Run 1, I/O pins on the die edge:
Drawn at 4 px/um. Pins as bars across the die edge, other pins in grey.
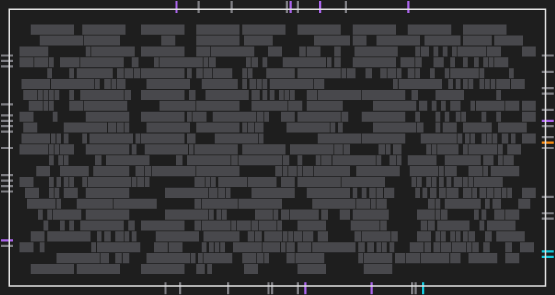
Run 1, signal wires on met2:
Drawn at 4 px/um. Cells faint in the background.
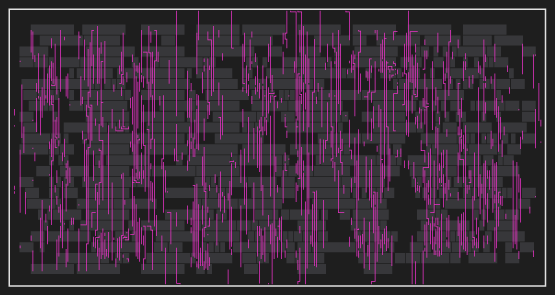
Run 1, met3 routing:
Drawn at 4 px/um. Cells faint in the background.
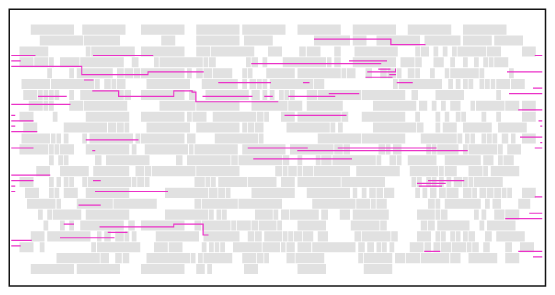
Run 1, wire density map:
Drawn at 4 px/um. The die is cut into 27 by 14 equal tiles; dark blue is low, red is high, scaled to the fullest tile. Values are wire area over tile area, all layers added.
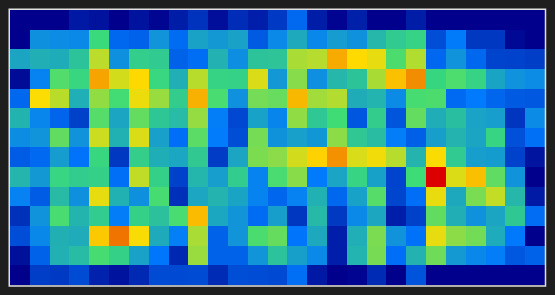
## src/rtl/alu_issue_pkg.sv

```systemverilog
// Shared types for the ALU command issuer: opcodes, FSM states, command payload.
// Operand width is fixed here because the command struct carries the operands.
package alu_issue_pkg;

  localparam int unsigned ALU_IN_OP_WIDTH = 8;
  localparam int unsigned ALU_OPC_WIDTH   = 3;
  localparam logic        KIND_OP         = 1'b0;
  localparam logic        KIND_RST        = 1'b1;

  typedef enum logic [2:0] {
    no_op  = 3'b000,
    add_op = 3'b001,
    and_op = 3'b010,
    xor_op = 3'b011,
    mul_op = 3'b100
  } alu_op_t;

  typedef enum logic [1:0] {
    IDLE  = 2'd0,
    ISSUE = 2'd1,
    GAP   = 2'd2,
    ARST  = 2'd3
  } issuer_state_t;

  // op is kept as a raw 3-bit field so undefined encodings pass through untouched
  typedef struct packed {
    logic                       kind;
    logic [ALU_OPC_WIDTH-1:0]   op;
    logic [ALU_IN_OP_WIDTH-1:0] a;
    logic [ALU_IN_OP_WIDTH-1:0] b;
  } alu_cmd_t;

  function automatic logic [15:0] sat_inc16(input logic [15:0] v);
    return (v == 16'hFFFF) ? v : v + 16'd1;
  endfunction

endpackage

```

## src/rtl/alu_cmd_fifo.sv

```systemverilog
// Synchronous FIFO of alu_cmd_t with first-word head view, occupancy count
// and synchronous active-low reset. DEPTH must be a power of two, >= 2.
module alu_cmd_fifo
  import alu_issue_pkg::*;
#(
  parameter  int unsigned DEPTH = 4,
  localparam int unsigned AW    = $clog2(DEPTH),
  localparam int unsigned CW    = AW + 1
) (
  input  logic          clk,
  input  logic          rst,
  input  logic          push,
  input  alu_cmd_t      push_data,
  input  logic          pop,
  output alu_cmd_t      head,
  output logic          full,
  output logic          empty,
  output logic [CW-1:0] count
);

  alu_cmd_t      mem [DEPTH];
  logic [AW-1:0] wr_ptr;
  logic [AW-1:0] rd_ptr;
  logic          push_ok;
  logic          pop_ok;

  assign full    = (count == CW'(DEPTH));
  assign empty   = (count == '0);
  assign push_ok = push && !full;
  assign pop_ok  = pop && !empty;
  assign head    = mem[rd_ptr];

  // Pointers wrap naturally since DEPTH is a power of two
  always_ff @(posedge clk) begin
    if (!rst) begin
      wr_ptr <= '0;
      rd_ptr <= '0;
      count  <= '0;
    end else begin
      if (push_ok) wr_ptr <= wr_ptr + AW'(1);
      if (pop_ok)  rd_ptr <= rd_ptr + AW'(1);
      case ({push_ok, pop_ok})
        2'b10:   count <= count + CW'(1);
        2'b01:   count <= count - CW'(1);
        default: count <= count;
      endcase
    end
  end

  always_ff @(posedge clk) begin
    if (push_ok) mem[wr_ptr] <= push_data;
  end

endmodule

```

## src/rtl/alu_cmd_issuer.sv

```systemverilog
// Buffers ALU commands and issues them onto the ALU_in bus under ready handshake.
// Optional macro ALU_ISSUE_STATS_EN adds saturating issued_count / rst_count outputs.
module alu_cmd_issuer
  import alu_issue_pkg::*;
#(
  parameter  int unsigned FIFO_DEPTH = 4,
  parameter  int unsigned RST_CYCLES = 2,
  localparam int unsigned OPW        = ALU_IN_OP_WIDTH,
  localparam int unsigned CW         = $clog2(FIFO_DEPTH) + 1
) (
  input  logic                     clk,
  input  logic                     rst,
  input  logic                     cmd_valid,
  output logic                     cmd_ready,
  input  logic                     cmd_kind,
  input  logic [ALU_OPC_WIDTH-1:0] cmd_op,
  input  logic [OPW-1:0]           cmd_a,
  input  logic [OPW-1:0]           cmd_b,
  output logic                     alu_rst,
  input  logic                     ready,
  output logic                     valid,
  output logic [ALU_OPC_WIDTH-1:0] op,
  output logic [OPW-1:0]           a,
  output logic [OPW-1:0]           b,
  output logic [CW-1:0]            fifo_count,
  output logic                     busy
`ifdef ALU_ISSUE_STATS_EN
  ,
  output logic [15:0]              issued_count,
  output logic [15:0]              rst_count
`endif
);

  localparam int unsigned RCW = $clog2(RST_CYCLES + 1);

  issuer_state_t            state;
  issuer_state_t            state_n;
  logic                     valid_n;
  logic [ALU_OPC_WIDTH-1:0] op_n;
  logic [OPW-1:0]           a_n;
  logic [OPW-1:0]           b_n;
  logic                     alu_rst_n;
  logic [RCW-1:0]           rcnt;
  logic [RCW-1:0]           rcnt_n;

  alu_cmd_t cmd_in;
  alu_cmd_t head;
  logic     push;
  logic     pop;
  logic     full;
  logic     empty;

  assign cmd_in    = '{kind: cmd_kind, op: cmd_op, a: cmd_a, b: cmd_b};
  assign cmd_ready = !full;
  assign push      = cmd_valid && cmd_ready;
  assign busy      = (state != IDLE) || (fifo_count != '0);

  alu_cmd_fifo #(
    .DEPTH (FIFO_DEPTH)
  ) u_fifo (
    .clk       (clk),
    .rst       (rst),
    .push      (push),
    .push_data (cmd_in),
    .pop       (pop),
    .head      (head),
    .full      (full),
    .empty     (empty),
    .count     (fifo_count)
  );

  // Next-state and next-output logic; the head entry is popped only once fully handled
  always_comb begin
    state_n   = state;
    valid_n   = valid;
    op_n      = op;
    a_n       = a;
    b_n       = b;
    alu_rst_n = alu_rst;
    rcnt_n    = rcnt;
    pop       = 1'b0;
    unique case (state)
      IDLE: begin
        if (!empty) begin
          if (head.kind == KIND_RST) begin
            alu_rst_n = 1'b0;
            rcnt_n    = RCW'(RST_CYCLES - 1);
            state_n   = ARST;
          end else begin
            valid_n = 1'b1;
            op_n    = head.op;
            a_n     = head.a;
            b_n     = head.b;
            state_n = ISSUE;
          end
        end
      end
      ISSUE: begin
        if (ready) begin
          pop     = 1'b1;
          valid_n = 1'b0;
          state_n = GAP;
        end
      end
      GAP: begin
        state_n = IDLE;
      end
      ARST: begin
        if (rcnt == '0) begin
          pop       = 1'b1;
          alu_rst_n = 1'b1;
          state_n   = GAP;
        end else begin
          rcnt_n = rcnt - RCW'(1);
        end
      end
      default: begin
        state_n = IDLE;
      end
    endcase
  end

  always_ff @(posedge clk) begin
    if (!rst) begin
      state   <= IDLE;
      valid   <= 1'b0;
      op      <= '0;
      a       <= '0;
      b       <= '0;
      alu_rst <= 1'b1;
      rcnt    <= '0;
    end else begin
      state   <= state_n;
      valid   <= valid_n;
      op      <= op_n;
      a       <= a_n;
      b       <= b_n;
      alu_rst <= alu_rst_n;
      rcnt    <= rcnt_n;
    end
  end

`ifdef ALU_ISSUE_STATS_EN
  // Event counters: one per accepted transfer, one per completed reset pulse
  always_ff @(posedge clk) begin
    if (!rst) begin
      issued_count <= '0;
      rst_count    <= '0;
    end else begin
      if (state == ISSUE && ready)      issued_count <= sat_inc16(issued_count);
      if (state == ARST && rcnt == '0)  rst_count    <= sat_inc16(rst_count);
    end
  end
`endif

endmodule

```

## config.mk

```make
export PLATFORM = sky130hd
export DESIGN_NAME = alu_cmd_issuer
export DESIGN_NICKNAME = d
export VERILOG_FILES = /design/src/rtl/alu_issue_pkg.sv /design/src/rtl/alu_cmd_fifo.sv /design/src/rtl/alu_cmd_issuer.sv
export SDC_FILE = /design/constraint.sdc
export NUM_CORES = 1
export LEC_CHECK = 0
export ABC_AREA = 1
export CORE_ASPECT_RATIO = 0.5
export CORE_MARGIN = 2
export CORE_UTILIZATION = 53
export DETAILED_ROUTE_END_ITERATION = 8
export PLACE_DENSITY_LB_ADDON = 0.05
export SLEW_MARGIN = 20
export SYNTH_ARGS = -nofsm -noshare
export SYNTH_HDL_FRONTEND = slang
export SYNTH_SLANG_ARGS = --single-unit
```

## constraint.sdc

```tcl
create_clock -name clk -period 2.3 [get_ports clk]
set_clock_uncertainty 0.15 [all_clocks]
set_input_delay 0.46 -clock clk [delete_from_list [all_inputs] [get_ports clk]]
set_output_delay 0.46 -clock clk [all_outputs]
set_load 0.02 [all_outputs]
```

==> results_tabular.tex, run 1 <==
% Yosys + OpenROAD metrics
\begin{tabular}{lr}
\hline
Metric & Value \\
\hline
\multicolumn{2}{l}{\textbf{Run status}} \\
\quad Result of the run & complete, no violations \\
\multicolumn{2}{l}{\textbf{Setup path}} \\
\quad Max Fanout on Critical Path & 4 \\
\quad Endpoint class of the critical path & output port \\
\quad Arrival time worst endpoint & 1630 ps \\
\quad Data required time at the worst endpoint & 1690 ps \\
\quad Critical setup path kind & reg -> out \\
\quad Startpoint kind of the worst setup timing path & flip-flop \\
\quad R2R Setup Slk & 210 ps \\
\multicolumn{2}{l}{\textbf{Final timing}} \\
\quad Fmax & 446 MHz \\
\quad Slew of the pin with the lowest slew margin & 356 ps \\
\quad Hold WS & 291 ps \\
\quad RSZ-0062 raised after global routing & false \\
\quad Total of endpoints with negative setup slack in the final report & 0 \\
\quad Slew Viols, Final & 0 \\
\quad Final Hold Viols & 0 \\
\quad Final worst-path cycle share & 0.974 \\
\quad Minimum clock period after layout & 2240 ps \\
\quad Remaining max-slew budget at the tightest pin & 0.763 \\
\quad Setup\_tns & 0 ps \\
\multicolumn{2}{l}{\textbf{Cells and area}} \\
\quad Final core utilization & 0.723 \\
\quad Fill cell instance count of the final layout & 569 \\
\quad Antenna cell count & 0 \\
\quad Area overhead of the layout relative to synthesis & 31.2\% \\
\quad Ratio of cells with drive above 1 in the final layout & 0.123 \\
\quad Net count reported at finish & 512 \\
\quad Commonest cells after routing, fill and taps aside & 80 x nor2\_1, 80 x edfxtp\_1, 57 x nand2\_1, 48 x clkdlybuf4s50\_1 \\
\quad Final std cells w/o fill & 606 \\
\multicolumn{2}{l}{\textbf{Clock tree}} \\
\quad Inserted Clock Buffers & 17 \\
\quad Setup bufs post-CTS & 0 \\
\quad Buffer levels on the longest clock path & 2 \\
\quad Maximum level of the CTS H-tree & 4 \\
\quad Later-pin clock latency in the skew report & 400 ps \\
\quad Total of hold buffers inserted after clock tree synthesis & 0 \\
\quad Buffer type at the clock tree root & clkbuf\_16 \\
\quad Clock transition time at the flip-flop clock pins of the worst setup and hold paths & 50 ps \\
\quad Clock Sinks & 114 \\
\quad CTS tree & yes \\
\multicolumn{2}{l}{\textbf{Power}} \\
\quad Worst IR Drop VDD & 0.689 mV \\
\quad Areal power density over the cells & 1180 nW/um2 \\
\quad Static leakage power & 2.26 nW \\
\quad Final total power & 6.90 mW \\
\multicolumn{2}{l}{\textbf{GRT}} \\
\quad Vias in the first global route & 2,955 \\
\quad Overflow left after global routing & 0 \\
\quad Largest net degree at the start of global routing & 27 \\
\quad Global-route wire length before repair & 14,800 um \\
\quad Number of antenna violations at the first check in global routing & 0 \\
\quad Overall routing resource usage & 0.220 \\
\multicolumn{2}{l}{\textbf{Place}} \\
\quad Placed Cells & 574 \\
\quad RD Place Congestion & 0.773 \\
\quad HPWL after DPL & 5730 um \\
\quad Buffers on Ports & 49 \\
\multicolumn{2}{l}{\textbf{Synth}} \\
\quad Post-Synthesis Mean Instance Area & 10.8 um2 \\
\quad Ys cells & 414 \\
\quad Chip area estimate from yosys synthesis & 4460 um2 \\
\quad Number of warnings issued by yosys & 0 \\
\quad Sequential share of the synthesized area & 0.692 \\
\quad Synthesized instance count & 414 \\
\quad Cell variety after synth & 20 \\
\quad Synthesized netlist net count & 445 \\
\quad Seq cells post-synth & 114 \\
\quad Area of the mapped netlist & 4460 um2 \\
\multicolumn{2}{l}{\textbf{Route}} \\
\quad Detailed-router iteration count before antenna repair & 5 \\
\quad Routed vias/inst & 5.15 \\
\quad Total vias in the final route & 3,120 \\
\quad Antenna Violating Nets Remaining & 0 \\
\quad Aggregate routed wire length & 9200 um \\
\quad DRT iter0 DRCs & 257 \\
\quad Drc violations & 0 \\
\quad Mean routed wirelength per cell & 15.2 um \\
\multicolumn{2}{l}{\textbf{Floorplan}} \\
\quad Std-Cell Core Area & 8090 um2 \\
\quad Die extent in y & 68.8 um \\
\quad Site Rows & 23 \\
\quad Die x size & 134 um \\
\quad Count of boundary I/O pins & 50 \\
\quad Total die size & 9200 um2 \\
\quad Initial Util & 0.551 \\
\multicolumn{2}{l}{\textbf{Run}} \\
\quad Tool warning count & 30 \\
\quad Max\_cap viols & 0 \\
\multicolumn{2}{l}{\textbf{Min path}} \\
\quad Kind of path behind the tightest hold check & reg -> reg \\
\hline
\end{tabular}
-- 'I/O pins on the die edge' (at the start) --
Key: fifo_count = cyan [pins 3, direction output, edge 2 right, 1 bottom]; cmd_b = purple [pins 8, direction input, edge 4 top, 2 bottom, 1 right, 1 left]; valid = orange [pins 1, direction output, edge right]

-- 'signal wires on met2' (at the start) --
The wires run mostly vertical. The longest straight run is 59.2 um. The layer holds 47% of the routed length. 398 nets have wire on it.

-- 'met3 routing' (at the start) --
57 nets have wire on it. The layer holds 6.7% of the routed length. The longest straight run is 42.3 um.

-- 'wire density map' (at the start) --
7.7% of the tiles are nearly empty. The mean over all tiles is 0.16. The fullest tile reaches 0.46. The densest ninth of the die: middle. 23% of the tiles are over half the peak.

run 1: sequential cells by signal, summed over array words and instances, names as in the netlist, named ones only:
signal         flops
a                  8
alu_rst            1
b                  8
op                 3
rcnt               2
state              2
u_fifo.count       3
u_fifo.mem        80
u_fifo.rd_ptr      2
u_fifo.wr_ptr      2
valid              1
run 1: per-layer routing:
metal | vias up | global-route usage | wire (um)
li1 | 1538 | - | -
met1 | 1472 | 0.277 | 4210
met2 | 102 | 0.361 | 4340
met3 | 8 | 0.0826 | 618
met4 | 0 | 0.0758 | 35
met5 | - | 0 | 0
run 1: cell families (layout without fill, tap and decap cells):
group / Yosys count / in the layout / synth area share
simple gates: 154 / 154 / 0.135
fa+ha+maj: 7 / 7 / 0.0213
compound gates: 79 / 79 / 0.0946
flops: 114 / 114 / 0.692
buf+inv: 60 / 140 / 0.0567
run 1: cell usage after synthesis, drive strengths merged:
cell | instances | area share
nand2 | 57 | 0.048
fa | 1 | 0.0045
nand3 | 11 | 0.013
buf | 12 | 0.016
nand3b | 1 | 0.0017
nor2 | 84 | 0.071
or2 | 1 | 0.0014
o21ai | 47 | 0.053
a31oi | 2 | 0.0028
edfxtp | 80 | 0.54
o22ai | 19 | 0.027
inv | 41 | 0.035
dfxtp | 34 | 0.15
a21oi | 11 | 0.012
clkbuf | 7 | 0.0059
ha | 6 | 0.017
run 1: per-stage QoR:
stage / setup slack [ps] / area [um2]
floorplan: -146 / 4460
finish: 60.1 / 5840
CTS: 79.1 / 5830
detailed placement: -297 / 5190
global route: 15.7 / 5840
global placement: -196 / 5190
run 1: report_power, final:
part | leakage (nW) | switching [mW] | internal (mW)
Clock | 0.301 | 0.913 | 1.87
Combinational | 0.949 | 0.900 | 0.632
Sequential | 1.01 | 0.129 | 2.46
Total | 2.26 | 1.94 | 4.96
run 1: area by class of cell:
| class | count | area [um2] | area share |
|---|---|---|---|
| sequential | 114 | 3080 | 0.528 |
| inverter | 41 | 154 | 0.0263 |
| timing repair buffer | 67 | 687 | 0.118 |
| multi-input combinational | 240 | 1140 | 0.196 |
| clock inverter | 13 | 183 | 0.0313 |
| tap | 112 | 140 | 0.0240 |
| clock buffer | 19 | 453 | 0.0775 |
run 1: path summary, 6_finish.rpt:
path,start,endpoint,cells past startpoint
worst max-delay path,u_fifo.count[0]$_SDFFE_PN0P_,cmd_ready,3
worst min register to register,valid$_SDFFE_PN0P_,valid$_SDFFE_PN0P_,2
worst max register to register,rcnt[0]$_SDFFE_PN0P_,u_fifo.count[2]$_SDFFE_PN0P_,13
worst min-delay path,valid$_SDFFE_PN0P_,valid$_SDFFE_PN0P_,2
run 1: critical path, cell delays in order (launching register included):
cell	delay, ps
dfxtp_1	370
inv_1	120
nand3_1	120
clkdlybuf4s50_1	610
run 1: repair_timing:
item | 4_1_cts | 5_1_grt
hold endpoints to repair | 0 | 0
pin swaps | 0 | 2
resized | 1 | 6
endpoints found under the setup margin | 1 | 2
==> run 1 -> run 2 <==
GPL_ROUTABILITY_DRIVEN = 0   (was not set)
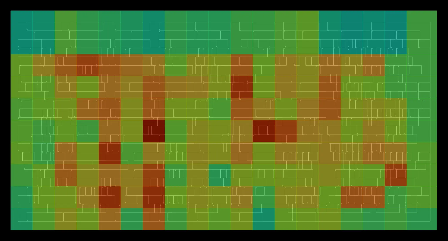
Run 2: congestion heat map
final core utilization: 0.723
grt met3 use: 0.0826
mean routed wirelength per cell: 15.2 um

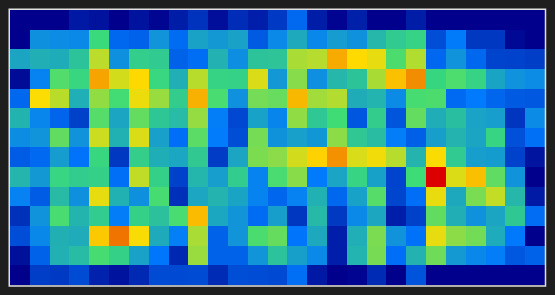
Run 2: wire density map
Drawn at 4 px/um. The die is cut into 27 by 14 equal tiles; dark blue is low, red is high, scaled to the fullest tile. Values are wire area over tile area, all layers added.
The mean over all tiles is 0.16. The fullest tile reaches 0.46. 7.7% of the tiles are nearly empty.

==> results_tabular.tex, run 2 <==
% Yosys + OpenROAD metrics
\begin{tabular}{lr}
\hline
Metric & Value \\
\hline
\multicolumn{2}{l}{\textbf{Run status}} \\
\quad Result of the run & complete, no violations \\
\multicolumn{2}{l}{\textbf{Synth}} \\
\quad Cell variety after synth & 20 \\
\quad Library cell with the largest summed area after synthesis & edfxtp\_1 \\
\quad Max-area cell share & 0.539 \\
\quad Flip-flop cell with the highest count after synthesis & edfxtp\_1 \\
\quad Post-Synthesis Mean Instance Area & 10.8 um2 \\
\quad Ys cells & 414 \\
\quad Seq cells post-synth & 114 \\
\quad Sequential share of the synthesized area & 0.692 \\
\quad Chip area estimate from yosys synthesis & 4460 um2 \\
\quad Biggest area cells & edfxtp\_1 54\%, dfxtp\_1 15\%, nor2\_1 7.1\% \\
\quad Post-synthesis async set-or-reset flop share & 0 \\
\quad Synthesized instance count & 414 \\
\quad Number of enable-type register cells in the synthesized netlist & 80 \\
\quad Cell with the most instances after synthesis & nor2\_1 \\
\quad Synthesized netlist net count & 445 \\
\multicolumn{2}{l}{\textbf{Cells and area}} \\
\quad Final std cells w/o fill & 606 \\
\quad Largest reg by FF count & u\_fifo.mem \\
\quad Area overhead of the layout relative to synthesis & 31.2\% \\
\quad Net count reported at finish & 512 \\
\quad Antenna cell count & 0 \\
\quad Flip-flop count of the largest register, all copies and words added & 80 \\
\quad Registers with the most flip-flops & u\_fifo.mem (80), a (8), b (8) \\
\quad Commonest cells after routing, fill and taps aside & 80 x nor2\_1, 80 x edfxtp\_1, 57 x nand2\_1, 48 x clkdlybuf4s50\_1 \\
\multicolumn{2}{l}{\textbf{Clock tree}} \\
\quad CTS tree & yes \\
\quad Clock transition time at the flip-flop clock pins of the worst setup and hold paths & 50 ps \\
\quad Buffer type at the clock tree root & clkbuf\_16 \\
\quad Buffer levels on the longest clock path & 2 \\
\quad Inserted Clock Buffers & 17 \\
\quad Total of hold buffers inserted after clock tree synthesis & 0 \\
\quad Clock Sinks & 114 \\
\quad Later-pin clock latency in the skew report & 400 ps \\
\multicolumn{2}{l}{\textbf{Run}} \\
\quad Max\_cap viols & 0 \\
\multicolumn{2}{l}{\textbf{Power}} \\
\quad Static leakage power & 2.26 nW \\
\quad NetSw & 1.94 mW \\
\quad Areal power density over the cells & 1180 nW/um2 \\
\quad Clock Power Share & 0.403 \\
\quad Worst IR Drop VDD & 0.689 mV \\
\quad Internal Pwr Total & 4.96 mW \\
\quad Logic gate share of total power & 0.222 \\
\quad Switching share of power & 0.281 \\
\multicolumn{2}{l}{\textbf{Final timing}} \\
\quad Slew Viols, Final & 0 \\
\quad Setup\_tns & 0 ps \\
\quad RSZ-0062 raised after global routing & false \\
\quad Final worst-path cycle share & 0.974 \\
\quad Minimum clock period after layout & 2240 ps \\
\quad Final Hold Viols & 0 \\
\quad Fmax & 446 MHz \\
\quad Slew of the pin with the lowest slew margin & 356 ps \\
\multicolumn{2}{l}{\textbf{Floorplan}} \\
\quad Count of boundary I/O pins & 50 \\
\quad Total die size & 9200 um2 \\
\quad Std-Cell Core Area & 8090 um2 \\
\quad Die x size & 134 um \\
\quad Die extent in y & 68.8 um \\
\quad Site Rows & 23 \\
\quad Initial Util & 0.551 \\
\multicolumn{2}{l}{\textbf{GRT}} \\
\quad Global-route wire length before repair & 14,800 um \\
\quad Number of antenna violations at the first check in global routing & 0 \\
\quad Largest net degree at the start of global routing & 27 \\
\quad Met2 capacity usage during global routing & 0.361 \\
\quad Busiest metal layer after global routing & met2 \\
\quad Met1 track utilization from global routing & 0.277 \\
\quad Vias in the first global route & 2,955 \\
\quad Overall routing resource usage & 0.220 \\
\quad Overflow left after global routing & 0 \\
\multicolumn{2}{l}{\textbf{Min path}} \\
\quad Worst Min Path Start & valid\$\_SDFFE\_PN0P\_ \\
\quad Instance count along the most critical hold path & 2 \\
\multicolumn{2}{l}{\textbf{Setup path}} \\
\quad Data required time at the worst endpoint & 1690 ps \\
\quad Top Family by Delay on Critical Path & buffers and inverters \\
\quad Critical setup path kind & reg -> out \\
\quad Depth of the most critical reg-to-reg path & 13 \\
\quad WP buf/inv & 2 \\
\quad Max Fanout on Critical Path & 4 \\
\quad R2R Setup Slk & 210 ps \\
\quad Arrival time worst endpoint & 1630 ps \\
\quad Endpoint class of the critical path & output port \\
\quad Startpoint kind of the worst setup timing path & flip-flop \\
\quad Source of the worst register-to-register timing path & rcnt[0]\$\_SDFFE\_PN0P\_ \\
\quad Largest stage delay on the critical path & 610 ps \\
\multicolumn{2}{l}{\textbf{Route}} \\
\quad Routed vias/inst & 5.15 \\
\quad DRT iter0 DRCs & 257 \\
\quad Drc violations & 0 \\
\quad Antenna Violating Nets Remaining & 0 \\
\quad Aggregate routed wire length & 9200 um \\
\multicolumn{2}{l}{\textbf{Place}} \\
\quad Buffers on Ports & 49 \\
\quad HPWL after DPL & 5730 um \\
\quad Placed Cells & 574 \\
\hline
\end{tabular}
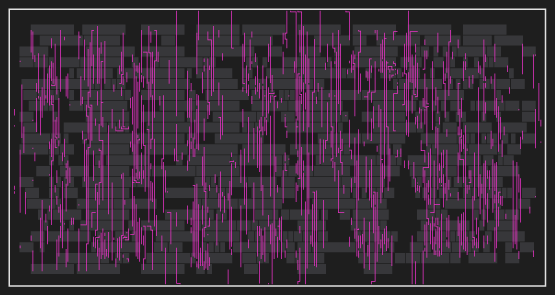
Run 2: signal wires on met2
Drawn at 4 px/um. Cells faint in the background.
398 nets have wire on it. The wires run mostly vertical.

[run 2: tightest hold or removal path, stage by stage (launching register included)]
cell and delay (ps):
dfxtp_1 300, inv_1 40, a21oi_1 50
[run 2: area by class of cell]
cell class,count,area (um2)
Tap cell,112,140
Inverter,41,154
Fill cell,569,2240
Clock inverter,13,183
Timing Repair Buffer,67,687
Sequential cell,114,3080
Multi-Input combinational cell,240,1140
Clock buffer,19,453
[run 2: through the flow]
step | total power [mW] | hold slack (ps) | area (um2) | setup slack, ps
floorplan | 3.53 | 283 | 4460 | -146
global placement | 4.09 | 283 | 5190 | -196
detailed placement | 4.15 | 286 | 5190 | -297
CTS | 6.94 | 294 | 5830 | 79.1
global route | 7.24 | 313 | 5840 | 15.7
finish | 6.90 | 291 | 5840 | 60.1
[run 2: worst max-delay path by stage]
stage                                            start                            to  cells after the start
after floorplan           u_fifo.count[0]$_SDFFE_PN0P_    u_fifo.mem[0][0]$_DFFE_PP_                      4
after detailed placement                         ready  u_fifo.count[2]$_SDFFE_PN0P_                     12
after global routing      u_fifo.count[0]$_SDFFE_PN0P_                     cmd_ready                      3
after CTS                 u_fifo.count[0]$_SDFFE_PN0P_                     cmd_ready                      3
after global placement                           ready  u_fifo.count[2]$_SDFFE_PN0P_                     12
final                     u_fifo.count[0]$_SDFFE_PN0P_                     cmd_ready                      3
[run 2: routing by layer]
layer / vias up / part of all wire
met2: 102 / 0.47
met1: 1472 / 0.46
met3: 8 / 0.067
li1: 1538 / -
met5: - / 0
met4: 0 / 0.0038
[run 2: power by group through the flow]
stage                     Clock [mW]  Combinational, mW  Sequential, mW
after floorplan                    0              0.752            2.77
after global placement             0               1.48            2.61
after detailed placement           0               1.52            2.63
after CTS                       2.82               1.53            2.59
after global routing            2.93               1.70            2.62
final                           2.78               1.53            2.59
[run 2: cell families (layout without fill, tap and decap cells)]
family                   after synthesis  after routing  share of synthesized area
adder cells (fa/ha/maj)                7              7                     0.0213
flip-flops                           114            114                      0.692
buffers and inverters                 60            140                     0.0567
AND-OR/OR-AND                         79             79                     0.0946
AND/OR/NAND/NOR                      154            154                      0.135
[run 2: repair_timing]
| action | 4_1_cts | 5_1_grt |
|---|---|---|
| cloned | 0 | 0 |
| setup endpoints to repair | 1 | 2 |
| pin swaps | 0 | 2 |
| buffers inserted | 0 | 0 |
| resized | 1 | 6 |
Power and IR drop assume default switching activity.
